==> images/gate_families.png <==
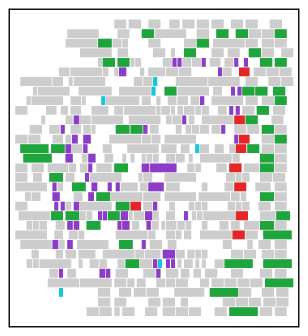
==> images/met3.png <==
Scale bar: 20 um.
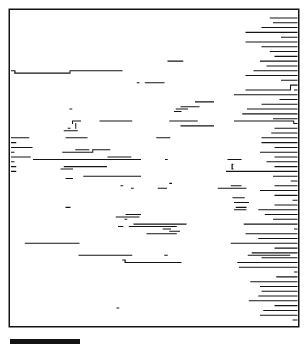
==> images/final_congestion.png <==
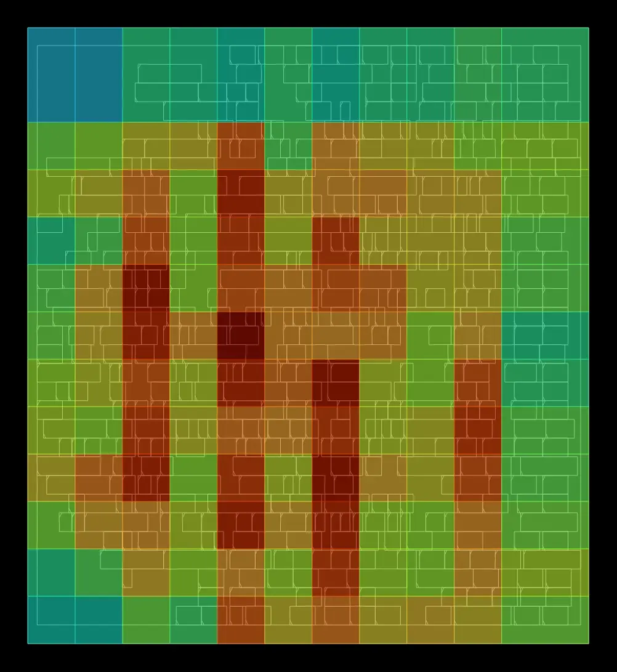
==> images/met2.png <==
Cells faint in the background.
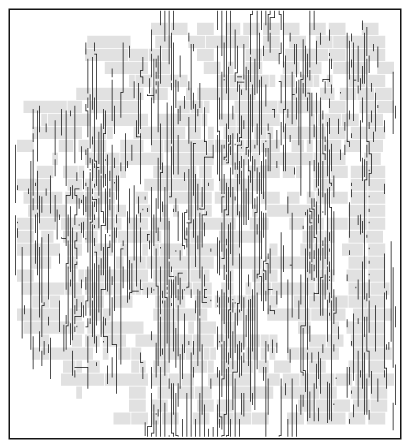
File: config.mk
export PLATFORM = sky130hd
export DESIGN_NAME = reg_main_mc_flat
export DESIGN_NICKNAME = d
export VERILOG_FILES = /design/src/rtl/reg_main_mc_if.sv /design/src/rtl/reg_main_mc.sv /design/src/flat_wrapper.sv
export SDC_FILE = /design/constraint.sdc
export NUM_CORES = 1
export LEC_CHECK = 0
export CAP_MARGIN = 20
export CORE_ASPECT_RATIO = 1.1
export CORE_UTILIZATION = 44
export CTS_CLUSTER_DIAMETER = 50
export DETAILED_ROUTE_END_ITERATION = 7
export PLACE_DENSITY = 0.78
export SLEW_MARGIN = 20
export SYNTH_ARGS = -nofsm -noshare
export SYNTH_HDL_FRONTEND = slang
export SYNTH_SLANG_ARGS = --single-unit
File: constraint.sdc
create_clock -name cwusb_clk -period 5.1 [get_ports cwusb_clk]
set_clock_uncertainty 0.05 [all_clocks]
set_input_delay 1.53 -clock cwusb_clk [delete_from_list [all_inputs] [get_ports cwusb_clk]]
set_output_delay 1.53 -clock cwusb_clk [all_outputs]
set_load 0.01 [all_outputs]
File: src/rtl/reg_main_mc_if.sv
// Host register bus between usb_reg_main (master) and the main register block (slave).
interface reg_main_mc_if #(
  parameter int unsigned pBYTECNT_SIZE = 7
);
  logic [7:0]               reg_address;
  logic [pBYTECNT_SIZE-1:0] reg_bytecnt;
  logic [7:0]               read_data;
  logic [7:0]               write_data;
  logic                     reg_read;
  logic                     reg_write;
  logic                     reg_addrvalid;

  modport master (
    output reg_address, reg_bytecnt, write_data, reg_read, reg_write, reg_addrvalid,
    input  read_data
  );

  modport slave (
    input  reg_address, reg_bytecnt, write_data, reg_read, reg_write, reg_addrvalid,
    output read_data
  );
endinterface

File: src/rtl/reg_main_mc.sv
// Main register page: build time, front-end select, multi-channel FWFT FIFO record reader
// with empty marker, saturating underflow counter and an autonomous flush engine.
module reg_main_mc #(
  parameter int unsigned           pBYTECNT_SIZE    = 7,
  parameter int unsigned           pCHANNELS        = 2,
  parameter int unsigned           pFIFO_WIDTH      = 18,
  parameter int unsigned           pSTAT_WIDTH      = 6,
  parameter int unsigned           pRECORD_BYTES    = 4,
  parameter logic [pFIFO_WIDTH-1:0] pEMPTY_WORD     = 18'h30000,
  parameter logic [1:0]            pPAGE            = 2'b00,
  parameter int unsigned           pFE_SELECT_WIDTH = 2
) (
  input  logic                               cwusb_clk,
  input  logic                               reset_i,
  reg_main_mc_if.slave                       bus,
  input  logic [31:0]                        buildtime_i,
  input  logic [pCHANNELS*pFIFO_WIDTH-1:0]   I_fifo_data,
  input  logic [pCHANNELS*pSTAT_WIDTH-1:0]   I_fifo_status,
  input  logic [pCHANNELS-1:0]               I_fifo_empty,
  output logic [pCHANNELS-1:0]               O_fifo_read,
  output logic [pFE_SELECT_WIDTH-1:0]        fe_select,
  output logic                               selected
);
  localparam int unsigned D  = (pFIFO_WIDTH + 7) / 8;
  localparam int unsigned HW = D * 8;
  localparam int unsigned CW = (pCHANNELS > 1) ? $clog2(pCHANNELS) : 1;
  localparam logic [pBYTECNT_SIZE-1:0] RecMod  = pBYTECNT_SIZE'(pRECORD_BYTES);
  localparam logic [pBYTECNT_SIZE-1:0] RecLast = pBYTECNT_SIZE'(pRECORD_BYTES - 1);
  localparam logic [pBYTECNT_SIZE-1:0] StatIdx = pBYTECNT_SIZE'(D);

  typedef enum logic [1:0] {StIdle, StDrain, StDone} flush_st_e;

  flush_st_e                   st_q, st_d;
  logic [CW-1:0]               chan_q, chan_d, flush_chan_q, flush_chan_d;
  logic [pFE_SELECT_WIDTH-1:0] fe_select_q, fe_select_d;
  logic [15:0]                 uf_q, uf_d;
  logic                        flag_q, flag_d;
  logic [HW-1:0]               hold_q, hold_d;
  logic [7:0]                  rdata_q, rdata_d;
  logic [pCHANNELS-1:0]        empty_r_q;

  logic [5:0]                  a;
  logic [pBYTECNT_SIZE-1:0]    r;
  logic                        rd_en, wr_en, fifo_hit, rd0, busy;
  logic                        chan_wr, uf_wr, flush_wr;
  logic [pFIFO_WIDTH-1:0]      head;
  logic [pSTAT_WIDTH-1:0]      stat;
  logic                        empty_r_sel, live_empty, flush_live_empty;
  logic [HW-1:0]               src_ext;
  logic [7:0]                  fifo_byte;

  assign selected = bus.reg_addrvalid && (bus.reg_address[7:6] == pPAGE);
  assign a        = bus.reg_address[5:0];
  assign r        = bus.reg_bytecnt % RecMod;
  assign rd_en    = selected && bus.reg_read;
  assign wr_en    = selected && bus.reg_write;
  assign fifo_hit = rd_en && (a == 6'h04);
  assign rd0      = fifo_hit && (r == '0);
  assign chan_wr  = wr_en && (a == 6'h02);
  assign uf_wr    = wr_en && (a == 6'h05);
  assign flush_wr = wr_en && (a == 6'h06);
  assign busy     = (st_q != StIdle);
  assign fe_select = fe_select_q;

  // Per-channel mux for the selected channel and the latched flush channel.
  always_comb begin
    head             = '0;
    stat             = '0;
    empty_r_sel      = 1'b1;
    live_empty       = 1'b1;
    flush_live_empty = 1'b1;
    for (int i = 0; i < pCHANNELS; i++) begin
      if (chan_q == CW'(i)) begin
        head        = I_fifo_data[i*pFIFO_WIDTH +: pFIFO_WIDTH];
        stat        = I_fifo_status[i*pSTAT_WIDTH +: pSTAT_WIDTH];
        empty_r_sel = empty_r_q[i];
        live_empty  = I_fifo_empty[i];
      end
      if (flush_chan_q == CW'(i)) begin
        flush_live_empty = I_fifo_empty[i];
      end
    end
  end

  // A busy flush masks the FIFO so host reads see the empty marker.
  assign src_ext = HW'((busy || empty_r_sel) ? pEMPTY_WORD : head);

  // Combinational FIFO_RD byte: live byte 0, captured bytes, then status, then zero.
  always_comb begin
    fifo_byte = '0;
    if (r == '0) begin
      fifo_byte = src_ext[7:0];
    end else if (r == StatIdx) begin
      fifo_byte[pSTAT_WIDTH-1:0] = stat;
    end else begin
      for (int i = 1; i < D; i++) begin
        if (r == pBYTECNT_SIZE'(i)) fifo_byte = hold_q[i*8 +: 8];
      end
    end
  end

  assign bus.read_data = reset_i ? 8'h00 : (fifo_hit ? fifo_byte : rdata_q);

  // Registered register-read data, zero when nothing of ours is being read.
  always_comb begin
    rdata_d = '0;
    if (rd_en) begin
      unique case (a)
        6'h00:   rdata_d = buildtime_i[bus.reg_bytecnt[1:0]*8 +: 8];
        6'h01:   rdata_d[pFE_SELECT_WIDTH-1:0] = fe_select_q;
        6'h02:   rdata_d[CW-1:0] = chan_q;
        6'h03:   rdata_d[pSTAT_WIDTH-1:0] = stat;
        6'h05:   rdata_d = bus.reg_bytecnt[0] ? uf_q[15:8] : uf_q[7:0];
        6'h06:   rdata_d[0] = busy;
        default: rdata_d = '0;
      endcase
    end
  end

  // Config registers, record capture, empty flag and underflow counter.
  always_comb begin
    fe_select_d = fe_select_q;
    chan_d      = chan_q;
    flag_d      = flag_q;
    hold_d      = hold_q;
    uf_d        = uf_q;
    if (wr_en && (a == 6'h01)) fe_select_d = bus.write_data[pFE_SELECT_WIDTH-1:0];
    if (chan_wr && (bus.write_data < 8'(pCHANNELS))) chan_d = bus.write_data[CW-1:0];
    if (rd0) begin
      flag_d = empty_r_sel;
      hold_d = src_ext;
      if (empty_r_sel && !busy && (uf_q != 16'hFFFF)) uf_d = uf_q + 16'd1;
    end else if (fifo_hit && (r == RecLast)) begin
      flag_d = 1'b0;
    end
    // A channel change always starts a fresh record.
    if (chan_wr) flag_d = 1'b0;
    // Clear beats a same-cycle increment.
    if (uf_wr) uf_d = '0;
  end

  // Flush FSM next state; the channel is latched when the drain starts.
  always_comb begin
    st_d         = st_q;
    flush_chan_d = flush_chan_q;
    unique case (st_q)
      StIdle: begin
        if (flush_wr && bus.write_data[0]) begin
          st_d         = StDrain;
          flush_chan_d = chan_q;
        end
      end
      StDrain: if (flush_live_empty) st_d = StDone;
      StDone:  st_d = StIdle;
      default: st_d = StIdle;
    endcase
  end

  // One-hot pop strobes: flush drain, else one pop per non-empty record at byte 0.
  always_comb begin
    O_fifo_read = '0;
    for (int i = 0; i < pCHANNELS; i++) begin
      if (!reset_i && !I_fifo_empty[i]) begin
        if (st_q == StDrain) begin
          if (flush_chan_q == CW'(i)) O_fifo_read[i] = 1'b1;
        end else if (!busy && rd0 && !flag_q && !empty_r_sel && (chan_q == CW'(i))) begin
          O_fifo_read[i] = 1'b1;
        end
      end
    end
  end

  // State registers.
  always_ff @(posedge cwusb_clk or posedge reset_i) begin
    if (reset_i) begin
      st_q         <= StIdle;
      chan_q       <= '0;
      flush_chan_q <= '0;
      fe_select_q  <= '0;
      uf_q         <= '0;
      flag_q       <= 1'b0;
      hold_q       <= '0;
      rdata_q      <= '0;
      empty_r_q    <= '1;
    end else begin
      st_q         <= st_d;
      chan_q       <= chan_d;
      flush_chan_q <= flush_chan_d;
      fe_select_q  <= fe_select_d;
      uf_q         <= uf_d;
      flag_q       <= flag_d;
      hold_q       <= hold_d;
      rdata_q      <= rdata_d;
      empty_r_q    <= I_fifo_empty;
    end
  end
endmodule

File: src/flat_wrapper.sv
// flat-port wrapper written by rule: the top's interface ports become plain ports
module reg_main_mc_flat 
#(
  parameter int unsigned           pBYTECNT_SIZE    = 7,
  parameter int unsigned           pCHANNELS        = 2,
  parameter int unsigned           pFIFO_WIDTH      = 18,
  parameter int unsigned           pSTAT_WIDTH      = 6,
  parameter int unsigned           pRECORD_BYTES    = 4,
  parameter logic [pFIFO_WIDTH-1:0] pEMPTY_WORD     = 18'h30000,
  parameter logic [1:0]            pPAGE            = 2'b00,
  parameter int unsigned           pFE_SELECT_WIDTH = 2
)
  (cwusb_clk, reset_i, buildtime_i, I_fifo_data, I_fifo_status, I_fifo_empty, O_fifo_read, fe_select, selected, bus_reg_address, bus_reg_bytecnt, bus_write_data, bus_reg_read, bus_reg_write, bus_reg_addrvalid, bus_read_data);
  reg_main_mc_if #(.pBYTECNT_SIZE(pBYTECNT_SIZE)) bus_i ();
  input  logic cwusb_clk;
  input  logic reset_i;
  input  logic [31:0] buildtime_i;
  input  logic [pCHANNELS*pFIFO_WIDTH-1:0] I_fifo_data;
  input  logic [pCHANNELS*pSTAT_WIDTH-1:0] I_fifo_status;
  input  logic [pCHANNELS-1:0] I_fifo_empty;
  output logic [pCHANNELS-1:0] O_fifo_read;
  output logic [pFE_SELECT_WIDTH-1:0] fe_select;
  output logic selected;
  input wire logic [$bits(bus_i.reg_address)-1:0] bus_reg_address;
  input wire logic [$bits(bus_i.reg_bytecnt)-1:0] bus_reg_bytecnt;
  input wire logic [$bits(bus_i.write_data)-1:0] bus_write_data;
  input wire logic [$bits(bus_i.reg_read)-1:0] bus_reg_read;
  input wire logic [$bits(bus_i.reg_write)-1:0] bus_reg_write;
  input wire logic [$bits(bus_i.reg_addrvalid)-1:0] bus_reg_addrvalid;
  output wire logic [$bits(bus_i.read_data)-1:0] bus_read_data;
  assign bus_i.reg_address = bus_reg_address;
  assign bus_i.reg_bytecnt = bus_reg_bytecnt;
  assign bus_i.write_data = bus_write_data;
  assign bus_i.reg_read = bus_reg_read;
  assign bus_i.reg_write = bus_reg_write;
  assign bus_i.reg_addrvalid = bus_reg_addrvalid;
  assign bus_read_data = bus_i.read_data;
  reg_main_mc #(.pBYTECNT_SIZE(pBYTECNT_SIZE), .pCHANNELS(pCHANNELS), .pFIFO_WIDTH(pFIFO_WIDTH), .pSTAT_WIDTH(pSTAT_WIDTH), .pRECORD_BYTES(pRECORD_BYTES), .pEMPTY_WORD(pEMPTY_WORD), .pPAGE(pPAGE), .pFE_SELECT_WIDTH(pFE_SELECT_WIDTH)) u_core (.cwusb_clk(cwusb_clk), .reset_i(reset_i), .bus(bus_i), .buildtime_i(buildtime_i), .I_fifo_data(I_fifo_data), .I_fifo_status(I_fifo_status), .I_fifo_empty(I_fifo_empty), .O_fifo_read(O_fifo_read), .fe_select(fe_select), .selected(selected));
endmodule
==> out/metrics.cfg <==
[worst_setup_path]
critPathCapture=O_fifo_read[1]
critPathKind=input port to primary output
worstSetupStartpoint=bus_reg_address[4]
crit_path_max_fanout=3
startpoint_type=input port
worst_r2r_path_depth=6
cp_cell_sequence=clkdlybuf4s50_1 -> nor4b_4 -> nand3_2 -> nor4_2 -> buf_4 -> a21oi_1 -> nor3_1 -> dlygate4sd2_1
endpoint_kind=primary output
critical_path_buf_inv_count=3
crit_arrival_ns=3.42

[final_timing]
worst_slew_pin_slew_ns=0.909
rsz0062_at_grt=false
hold_slack_ns=0.432
maxSlewViolCount=0
fin_ws_ns=0.101
timing.fmax_ghz=0.200
slew_headroom=0.389
hold_violations=0

[die]
core_area_sq_um=6670
fp-utilization=0.461
die_area_sq_um=7320
fp.dieW_um=81.7
die_h_um=89.7

[synth]
mux_area_frac=0.199
topCombFamilyByArea=simple AND/OR/NAND/NOR gates
synth_top_area_share=0.334
common_cells=dfrtp_1, nand2_1, nor2_1, mux2i_1
seq_area_frac_synth=0.351
ys_async_sr_fraction=1.00
synth.largest_area_cell=dfrtp_1
synth_cells=333
ys_types=42
synthAoiAreaFrac=0.162
simple_gate_share=0.231
dominantRegCellSynth=dfrtp_1
ys_sh_xor=0.0200
syn-num-nets=444
synth_flops=43
syn_avg_cell_area_sq_um=9.23

[layout]
largest_cell_class=multi-input combinational cells
clock_area_frac=0.0187
antennaDiodeCount=0
area_growth_pct=48.2
layout.cells.non_filler=544
fillCellCount=534
reg.largest.list=u_core.uf_q x16, u_core.hold_q x10, u_core.rdata_q x8
layout-drive-gt1-share=0.147
lay_top_count=clkdlybuf4s50_1

[power_and_ir_drop]
power_density_nw_per_um2=157
seq_power_share=0.482
intPower_mw=0.541
switching_share=0.243
power_clock_mw=0.210
p_sw_mw=0.174
share_comb_of_total_power=0.225
power.total_mw=0.715
power_frac_clock=0.293
comb-power_mw=0.161

[place]
post-place-ws_ns=-0.274
dp_cells=535
dpl.hpwl_mm=7.30

[global_routing]
antenna_found_initial=0
gr-usage-met2=0.454
grt_max_degree=40
grt_usage=0.261
grt_most_used_layer=met2
grt_pass1_wl_mm=14.3

[drt]
wl_met1_mm=3.60
vias_per_cell=5.86
route.top_layer_used=met4
routed_wl_mm=9.34
vias=3186

[clock_network]
cts_buffers=5
hold_buffers=0
post-cts-setup-buffers=1
cts_resized=9
cts_tree=built
cts_buffer_depth=2

[hold_path]
min_path_cells=2
hold_start=u_core.hold_q[10]
hp-class=register to register

[run_status]
status=complete, no violations

Back to the opening pictures, gate_families.png:
legend:
  multiplexers:
    color: green
    cells: 49
    where: widely spread
  inverters:
    color: cyan
    cells: 6
  AND-OR and OR-AND gates:
    color: red
    cells: 9
    where: east
  NAND gates:
    color: purple
    cells: 60

Back to the opening pictures, met3.png:
wire length on this layer: 959 um
longest straight run: 30.4 um
main direction: horizontal
share of all routed wire: 10%

Back to the opening pictures, final_congestion.png:
final core utilization: 0.683
M3 GR Usage: 0.0485
WL/cell: 17.2 um
met1 Resource Use GR: 0.319

Back to the opening pictures, met2.png:
nets with wire on the layer: 483
share of all routed wire: 49%
main direction: vertical
wire length on this layer: 4,540 um

